**Placed standard cells**

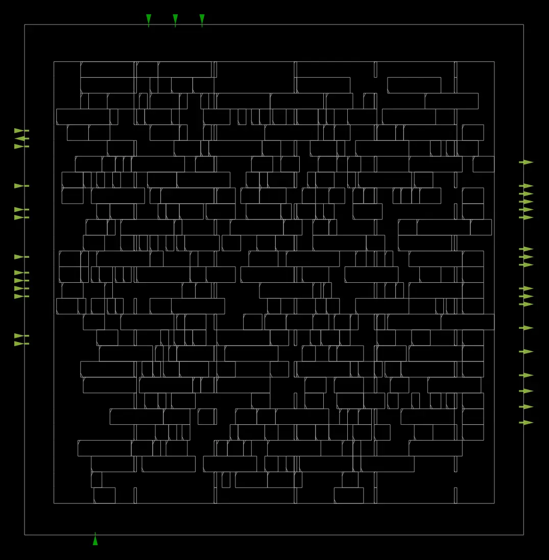
**Local utilization**

The die is cut into 9 by 9 equal tiles; black is low, pale yellow is high, 0 to 100% covered.
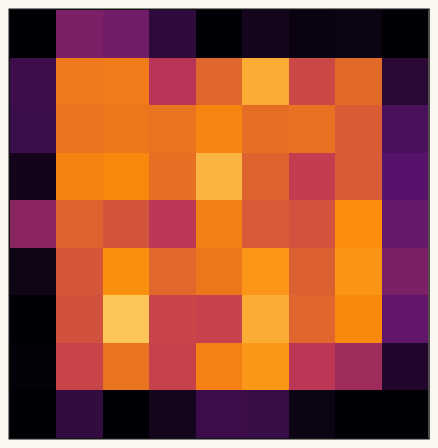
==> src/rtl/bin2bcd_seq.sv <==
// Sequential double-dabble binary-to-packed-BCD converter with start/busy/done handshake.
// Optional build macro AUTO_CONVERT_EN: start a conversion automatically whenever bin_in changes.
module bin2bcd_seq #(
  parameter int unsigned BIN_W  = 13,
  parameter int unsigned DIGITS = 4
) (
  input  logic                  clk,
  input  logic                  reset,
  input  logic                  start,
  input  logic [BIN_W-1:0]      bin_in,
  output logic                  busy,
  output logic                  done,
  output logic [4*DIGITS-1:0]   bcd_out,
  output logic                  overflow
);

  localparam int unsigned BCD_W = 4 * DIGITS;
  localparam int unsigned SCR_W = 4 * (DIGITS + 1);
  localparam int unsigned CNT_W = $clog2(BIN_W + 1);
  localparam logic [BCD_W-1:0] NINES = {DIGITS{4'h9}};

  typedef enum logic [1:0] {
    IDLE  = 2'd0,
    SHIFT = 2'd1,
    DONE  = 2'd2
  } state_t;

  state_t             state, state_n;
  logic [CNT_W-1:0]   cnt, cnt_n;
  logic [BIN_W-1:0]   sh, sh_n;
  logic [SCR_W-1:0]   scr, scr_n, adj_c;
  logic               busy_n, done_n, ovf_n;
  logic [BCD_W-1:0]   bcd_n;
  logic               go_c;

`ifdef AUTO_CONVERT_EN
  logic [BIN_W-1:0]   last_val;

  assign go_c = start | (bin_in != last_val);

  // Remembers the value of the most recent accepted conversion.
  always_ff @(posedge clk or negedge reset) begin
    if (!reset) begin
      last_val <= '0;
    end else if (state == IDLE && go_c) begin
      last_val <= bin_in;
    end
  end
`else
  assign go_c = start;
`endif

  // Per-nibble add-3 correction; nibbles are independent, no carry.
  always_comb begin
    adj_c = scr;
    for (int unsigned i = 0; i <= DIGITS; i++) begin
      if (scr[4*i +: 4] >= 4'd5) begin
        adj_c[4*i +: 4] = scr[4*i +: 4] + 4'd3;
      end
    end
  end

  always_ff @(posedge clk or negedge reset) begin
    if (!reset) begin
      state    <= IDLE;
      cnt      <= '0;
      sh       <= '0;
      scr      <= '0;
      busy     <= 1'b0;
      done     <= 1'b0;
      bcd_out  <= '0;
      overflow <= 1'b0;
    end else begin
      state    <= state_n;
      cnt      <= cnt_n;
      sh       <= sh_n;
      scr      <= scr_n;
      busy     <= busy_n;
      done     <= done_n;
      bcd_out  <= bcd_n;
      overflow <= ovf_n;
    end
  end

  // SHIFT spends one extra cycle after the last iteration so busy spans BIN_W+1 cycles.
  always_comb begin
    state_n = state;
    cnt_n   = cnt;
    sh_n    = sh;
    scr_n   = scr;
    busy_n  = 1'b0;
    done_n  = 1'b0;
    bcd_n   = bcd_out;
    ovf_n   = overflow;
    case (state)
      IDLE: begin
        if (go_c) begin
          state_n = SHIFT;
          sh_n    = bin_in;
          scr_n   = '0;
          cnt_n   = '0;
        end
      end
      SHIFT: begin
        busy_n = 1'b1;
        if (cnt == CNT_W'(BIN_W)) begin
          state_n = DONE;
        end else begin
          {scr_n, sh_n} = {adj_c[SCR_W-2:0], sh, 1'b0};
          cnt_n         = cnt + CNT_W'(1);
        end
      end
      DONE: begin
        state_n = IDLE;
        done_n  = 1'b1;
        if (|scr[SCR_W-1 -: 4]) begin
          ovf_n = 1'b1;
          bcd_n = NINES;
        end else begin
          ovf_n = 1'b0;
          bcd_n = scr[BCD_W-1:0];
        end
      end
      default: begin
        state_n = IDLE;
      end
    endcase
  end

endmodule
==> config.mk <==
export PLATFORM = sky130hd
export DESIGN_NAME = bin2bcd_seq
export DESIGN_NICKNAME = d
export VERILOG_FILES = /design/src/rtl/bin2bcd_seq.sv
export SDC_FILE = /design/constraint.sdc
export NUM_CORES = 1
export LEC_CHECK = 0
export CORE_AREA = 5 5 81 83
export DETAILED_ROUTE_END_ITERATION = 8
export DIE_AREA = 0 0 86 88
export PLACE_DENSITY = 0.67
export SETUP_SLACK_MARGIN = 0.15
export SYNTH_ARGS = -nofsm -noshare
export SYNTH_HDL_FRONTEND = slang
export SYNTH_SLANG_ARGS = --single-unit
==> constraint.sdc <==
create_clock -name clk -period 1.75 [get_ports clk]
set_input_delay 0.175 -clock clk [delete_from_list [all_inputs] [get_ports clk]]
set_output_delay 0.175 -clock clk [all_outputs]
set_load 0.005 [all_outputs]
==> qor.yml <==
final_layout:
  num_antenna_cells: 0
  drive_gt1_share_pct: 16.7
  final_nets: 335
cts:
  tritoncts: "done"
  htree_levels: 3
  root_buffer: "clkbuf_8"
  clk_pin_slew_worst_paths_ps: 70
worst_setup_path:
  crit_path_end_kind: "flip-flop"
  reg2reg_depth: 7
  path_max_fanout: 9
  r2r_slack_ps: 150
  crit_type: "flip-flop to flip-flop"
  worstPathRequired_ps: 2000
die:
  ios: 35
  core_um2: 5780
  die_x_um: 86
global_routing:
  grt_overflow: 0
  grt_max_degree: 37
power_and_ir_drop:
  switching_share_pct: 38.8
  p_int_uw: 3950
  switchingPower_uw: 2500
drt:
  first_pass_iters: 4
  drc: 0
  vias: 2045
status:
  status: "finished, final reports clean"
synth:
  synth_xor_xnor_area_share_pct: 2.59
  avgSynthCellArea_um2: 10.5
  yosys-stat-area_um2: 2700
  top_cell_area_share_pct: 53.7
  synth_flop_count: 58
  edf_count: 0
sta:
  fin_crit_sh_pct: 91.3
  setup_viol: 0
placed_design:
  dpl_cell_area_um2: 3140
  dp.cells: 365
About 'placed standard cells':
sequential cell area share: 42.1%
row cnt: 28

About 'local utilization':
- mean over tiles: 44%
- fullest tile: 87%
- tiles over 75% full: 11%

-- critical path, cell delays in order (launching register included) --
cell and delay (ps):
dfrtp_1 380, inv_2 60, ha_4 150, and3_4 180, a211o_4 430, inv_6 130, nor2_1 50, a31oi_2 130
-- power groups by stage --
stage                     Combinational, µW  Sequential (µW)  Clock (µW)
after floorplan                        2050             2240           0
after global placement                 2720             2300           0
after detailed placement               2800             2310           0
after CTS                              2910             2290        1150
after global routing                   3370             2400        1220
final                                  3000             2330        1120
-- timing repair --
action / in CTS / in global routing
hold buffers: 1 / 0
endpoints found under the hold margin: 22 / 0
resized: 3 / 16
gates cloned: 2 / 2
pin swaps: 1 / 3
setup endpoints to repair: 24 / 32
-- synthesized netlist by cell type, types with 7 or more instances --
| cell | instances |
|---|---|
| ha_1 | 13 |
| mux2i_1 | 7 |
| a21oi_1 | 10 |
| inv_1 | 12 |
| nand2b_1 | 7 |
| nand3_1 | 7 |
| a22o_1 | 9 |
| nor2_1 | 28 |
| nand2_1 | 39 |
| dfrtp_1 | 58 |
| o21ai_0 | 10 |
| o22ai_1 | 7 |
-- registers in the layout (all words and copies together), names as in the netlist --
name      cells
bcd_out      16
busy          1
cnt           4
done          1
overflow      1
scr          20
sh           13
state         2
-- layout make-up --
type / count / area (µm²)
Fill cell: 504 / 2340
Sequential cell: 58 / 1450
Timing Repair inverter: 3 / 33.8
Multi-Input combinational cell: 177 / 1200
Tap cell: 75 / 93.8
Timing Repair Buffer: 43 / 418
Inverter: 14 / 65.1
Clock inverter: 2 / 10.0
Clock buffer: 14 / 173
-- per-layer routing --
layer	global-route usage (%)	vias to the layer above	share of wire, %
li1	-	997	-
met1	19.8	992	47
met2	25.8	46	47
met4	7.34	0	1.6
met5	0	-	0
met3	4.14	10	5.3
Power figures rest on the tool's default switching activity, not on a simulated workload.
